Figure 1. Logic cells by family (run 1).
The bar under the picture is 20 um long.
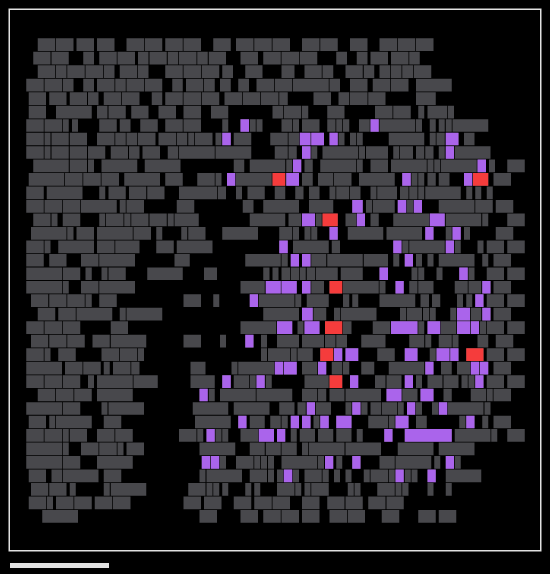
Figure 2. Where the registers sit (run 1).
The bar under the picture is 20 um long.
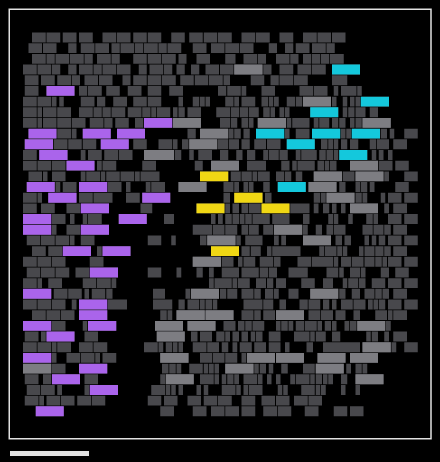
Figure 3. Clock routing (run 1).
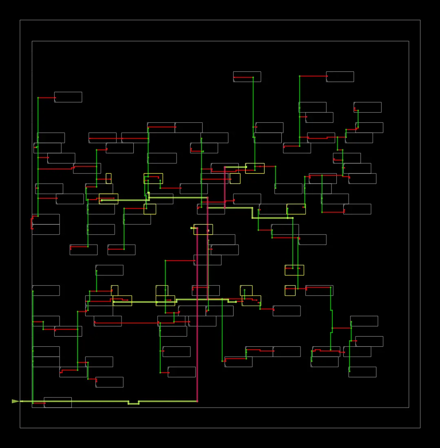
==> config.mk <==
export PLATFORM = sky130hd
export DESIGN_NAME = mem_burst_master
export DESIGN_NICKNAME = d
export VERILOG_FILES = /design/src/rtl/mem_burst_master.sv
export SDC_FILE = /design/constraint.sdc
export NUM_CORES = 1
export LEC_CHECK = 0
export ABC_CLOCK_PERIOD_IN_PS = 4200
export CORE_AREA = 3 3 104 106
export DETAILED_ROUTE_END_ITERATION = 6
export DIE_AREA = 0 0 107 109
export MAX_ROUTING_LAYER = met4
export PLACE_DENSITY = 0.86
export SLEW_MARGIN = 20
export SYNTH_ARGS = -nofsm -noshare
export SYNTH_HDL_FRONTEND = slang
export SYNTH_SLANG_ARGS = --single-unit
export TNS_END_PERCENT = 30
==> constraint.sdc <==
create_clock -name clk -period 4.2 [get_ports clk]
set_clock_uncertainty 0.15 [all_clocks]
set_input_delay 0.42 -clock clk [delete_from_list [all_inputs] [get_ports clk]]
set_output_delay 0.42 -clock clk [all_outputs]
set_load 0.02 [all_outputs]
==> notes.md, run 1 <==
impl run done, here's what came out: top cells by area dfxtp_1 39%, nand2_1 7.8%, mux2i_1 7.2%, Mapped Cells 565, mapped cell area 0.00446 mm^2, remaining global-route overflow 0, Worst Path Arrival 3370 ps, Nets 858, chip area in the Yosys report 0.00446 mm^2, WS Path Type register to output port, Min Hold Slack 309 ps, Synth Register Bits 86, max_slew headroom 30.2%, Post-synth EDFFs 0, Yosys Instances 565, Netlist cell types 50, die height 109 um, OpenROAD warnings 26, grt met3 use 7.05%, H-Tree Depth 3, Fill cells 784, Area Overhead vs Synth 50.9%, highest routed layer met4, Tot Pwr 1.67 mW, R2R depth 4, Die Area 0.0117 mm^2, Synth area leader dfxtp_1, Via density 5.29, met1 Resource Use GR 28.6%, largest net degree at the start of global routing 45, worst reg2reg setup slack 1770 ps, WHS Path Cells 2, Root Buffer clkbuf_8, post-CTS setup buffers 0, Commonest flop dfxtp_1, GPL Wtd Cong 0.940, flop count 86, pre-CTS setup slack 517 ps, wire per inst 15.5 um, I/O pins 211, VDD IR max 0.228 mV, cycle use final 93.9%, Detail Route Antenna Nets 0, n_diodes 0, WL final 13700 um, Fmax 254 MHz, vias in the first global route 4473, max cap viols 0, first-pass GRT wire length 21300 um, max-slew violations 0, bufs w/o clock 214, clock slew at reported path FFs 90 ps, Final TNS setup 0 ps, Comb gate area 0.00251 mm^2, dpl cells 868, Seq share, synth 38.6%, top fanout value on the critical path 9, Core Density at Floorplan 45.2%, WL met2 6640 um, DP HPWL 10200 um, yosys warns 0, ClkCell Share 2.58%, status complete, no violations, initial antenna violation count 0, endpoint type of the worst setup path output port, post-route minimum period 3940 ps, Core Footprint 0.00986 mm^2, Post-Syn Area per Cell 7.89 um^2, post-placement cell area 0.00656 mm^2, met2 Use GR 37.4%, Comb gates 428, Fin. Hold Viols 0, die width 107 um, # Taps 133, Post-Syn Nets 677, drt drc 0, TritonCTS clock tree built, Leakage 2.39 nW
## Picture notes: Figure 1
inverting AOI/OAI gates -> purple  # cells 92
AND-OR and OR-AND gates -> red  # cells 8
Comb/total area: 37.3%
top logic cell by instance count in the layout: clkdlybuf4s50_1

## Picture notes: Figure 2
`stall_q` -> cyan  # flops 9
`rd_data` -> purple  # flops 32
`beat_q` -> yellow  # flops 5, where center
not colored = 40
Sequential Power: 0.883 mW
Final Core Density: 68.2%
flop share of the area: 25.6%
flip-flop and latch area: 0.00172 mm^2

## Picture notes: Figure 3
cts bufs inserted: 9
Late-Pin Clk Latency: 350 ps
Clock Sinks: 86
Clk. pwr: 0.522 mW
clock buffer count in the final layout: 10

run 1: report_power, final:
part	switching (mW)	internal, mW
Sequential	0.0400	0.843
Combinational	0.117	0.146
Clock	0.303	0.219
run 1: logic make-up after synthesis:
logic type / Yosys count / synth area share, %
adder cells (fa/ha/maj): 9 / 2.69
flip-flops: 86 / 38.6
XOR/XNOR: 20 / 3.93
AND/OR/NAND/NOR: 264 / 27.8
multiplexers: 35 / 7.94
AND-OR/OR-AND: 100 / 14.0
buffers and inverters: 51 / 5.05
run 1: synthesized netlist by cell type (all sizes together), types with 4 or more instances:
master and count:
or3 5, a21oi 58, xor2 7, nand2 93, buf 13, o211ai 4
and2 9, clkbuf 31, a211oi 4, nor2 74, ha 8, or4 4
inv 7, mux2i 32, o21ai 8, nand4 5, nand3 16, and4 6
xnor2 13, nor2b 4, nor3 7, dfxtp 86, o31ai 4, and3 32
run 1: layout by cell type, fill, tap and decap left out, drive strengths merged, types with 2 or more instances in the layout:
master / count
o21a: 2
o2111ai: 3
clkbuf: 10
nor2: 74
a2111oi: 2
clkdlybuf4s50: 209
xor2: 7
ha: 8
or3: 5
mux2i: 32
nand3b: 3
clkinvlp: 2
and4: 6
a31oi: 3
o21ai: 8
buf: 5
inv: 9
a311oi: 3
nand2b: 2
nand4: 5
a21oi: 58
a21o: 2
dfxtp: 86
and3: 32
a41oi: 2
or4: 4
xnor2: 13
nor3: 7
mux2: 3
nand2: 93
and2: 9
nor2b: 4
clkinv: 2
o211ai: 4
o31ai: 4
a211oi: 4
nand3: 16
run 1: critical path, cell delays in order, from the launching register on:
cell and delay, ps:
dfxtp_1 470, ha_1 220, inv_1 50, fa_1 370, nor2b_1 200, o31a_2 300, o2111ai_4 200, or4_1 440
a21oi_1 150, clkdlybuf4s50_1 610
## Run 2: what changed since run 1
- CAP_MARGIN: default -> 20
Figure 4. Clock routing (run 2).
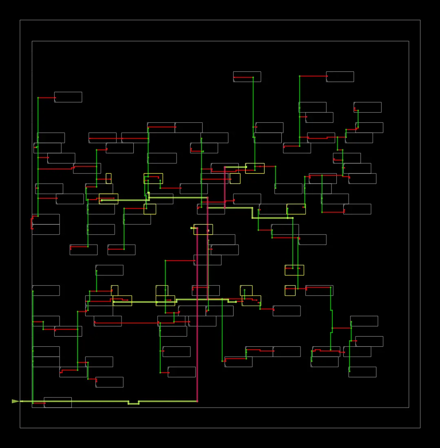
flop count: 86

Figure 5. Pin map (run 2).
Pins as bars across the die edge, other pins in gray.
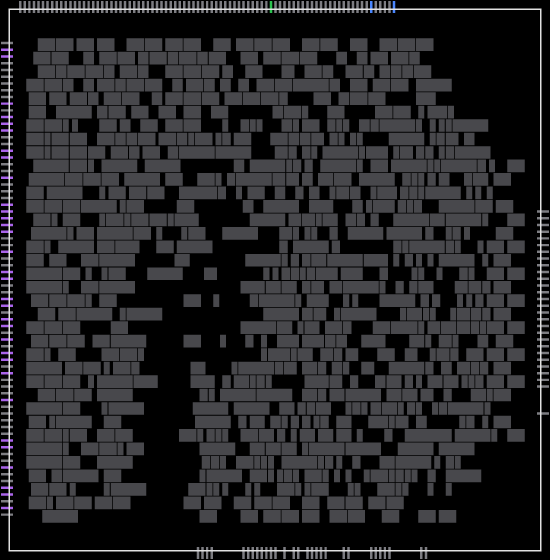
`d_out` -> purple  # pins 32, direction input, edge left
`acc_size` -> blue  # pins 2, direction output, edge top
`busy` -> green  # pins 1, direction input, edge top
all pins by edge = 83 top, 71 left, 29 bottom, 28 right
die width: 107 um
die height: 109 um
I/O Buffers: 210

==> run 2 against run 1 <==
Against the previous run:
- count of clock-buffer cells in the layout unchanged
- first-iteration DRC count unchanged
- sequential power about the same
- clock power about the same
- worst setup slack unchanged
- total power unchanged
- die size unchanged
- critical path type unchanged
- combinational power about the same
- global-route usage unchanged
==> notes.md, run 2 <==
impl run done, here's what came out: H-Tree Depth 3, Yosys Instances 565, cts bufs inserted 9, GPL Wtd Cong 0.940, fin area 0.00673 mm^2, DP HPWL 10200 um, Post-synth EDFFs 0, worst reg2reg setup slack 1770 ps, FP Rows 36, final worst slack 255 ps, Leakage 2.39 nW, post-CTS setup buffers 0, pwr dens 248 mW/mm^2, vias in the first global route 4473, Clock Sinks 86, CTS Buffer Depth 2, top logic cell by instance count in the layout clkdlybuf4s50_1, DRT Pass-1 Iters 5, Iteration-0 DRC Markers 221, post-route minimum period 3940 ps, Resized cells post-CTS 0, clock slew at reported path FFs 90 ps, OpenROAD warnings 26, most frequent cell after synthesis nand2_1, chip area in the Yosys report 0.00446 mm^2, TritonCTS clock tree built, GRT Total Usage 23.2%, Netlist cell types 50, Seq share, synth 38.6%, WL final 13700 um, endpoint type of the worst setup path output port, Late-Pin Clk Latency 350 ps, post-synthesis async set-or-reset flop share 0%, Mapped Cells 565, top area contributor share 38.6%, Nets 858, via count 4672, max-slew violations 0, setup violators final 0, R2R depth 4, cycle use final 93.9%, remaining global-route overflow 0, Fmax 254 MHz, top cells by area dfxtp_1 39%, nand2_1 7.8%, mux2i_1 7.2%, most numerous logic cells after layout 209 x clkdlybuf4s50_1, 93 x nand2_1, 85 x dfxtp_1, VDD IR max 0.228 mV, mapped cell area 0.00446 mm^2, n_diodes 0, Detail Route Antenna Nets 0, top fanout value on the critical path 9, wire per inst 15.5 um, max_slew headroom 30.2%, Via density 5.29, Post-Syn Nets 677, Synth area leader dfxtp_1, Worst EP required 3630 ps, pre-CTS setup slack 517 ps, Root Buffer clkbuf_8, top cells by count 93 x nand2_1, 86 x dfxtp_1, 74 x nor2_1, Core Density at Floorplan 45.2%, largest net degree at the start of global routing 45, WS Path Type register to output port, Tot Pwr 1.67 mW, Die Area 0.0117 mm^2, Commonest flop dfxtp_1, HP Class register to register, Fin. Hold Viols 0, slew of the pin with the lowest slew margin 1050 ps, drt drc 0, Core Footprint 0.00986 mm^2, Post-Syn Area per Cell 7.89 um^2, Worst Path Arrival 3370 ps, first-pass GRT wire length 21300 um, Final TNS setup 0 ps, post-placement cell area 0.00656 mm^2, I/O pins 211, initial antenna violation count 0, layout cells sized above 1 4.13%, status complete, no violations, hold buffer count at CTS 0, max cap viols 0, Synth Register Bits 86, RSZ-0062 raised after global routing false, Startpoint Class register, WHS Path Cells 2, Area Overhead vs Synth 50.9%, yosys warns 0
[run 2: cell counts after synthesis]
No cell type changed its count.
[run 2: routing by layer]
layer	track usage (%)	vias to the layer above	share of wire, %
met4	6.12	0	1.3
met1	28.6	2181	43
met3	7.05	14	7.3
met2	37.4	172	49
li1	-	2305	-
met5	-	-	0
[run 2: logic make-up after synthesis]
kind of cell | share of synthesized area, %
AOI/OAI and AO/OA | 14.0
xor gates and xnor gates | 3.93
adders and majority gates | 2.69
buffers and inverters | 5.05
DFF | 38.6
muxes | 7.94
and+or+nand+nor | 27.8
[run 2: critical path: stages, from the launching register on]
cell and delay [ps]:
dfxtp_1 470, ha_1 220, inv_1 50, fa_1 370, nor2b_1 200, o31a_2 300, o2111ai_4 200, or4_1 440
a21oi_1 150, clkdlybuf4s50_1 610
[run 2: cell type report]
type,count,area [um^2]
clock inverters,6,46.3
well taps,133,166
flip-flops and latches,86,1720
fillers,784,3130
clock buffers,10,128
repair buffers,214,2130
inverters,7,26.3
multi-input cells,428,2510
[run 2: through the flow]
stage	std cells	util, %	hold WS [ps]
floorplan	565	-	282
global placement	868	66.5	289
detailed placement	868	66.5	296
CTS	884	68.2	309
global route	884	68.2	350
finish	884	68.2	309
[run 2: power by group]
group | total, mW | internal, mW | switching (mW)
clock network | 0.522 | 0.219 | 0.303
logic | 0.263 | 0.146 | 0.117
registers | 0.883 | 0.843 | 0.0400
total | 1.67 | 1.21 | 0.460
Power and IR drop assume default switching activity.
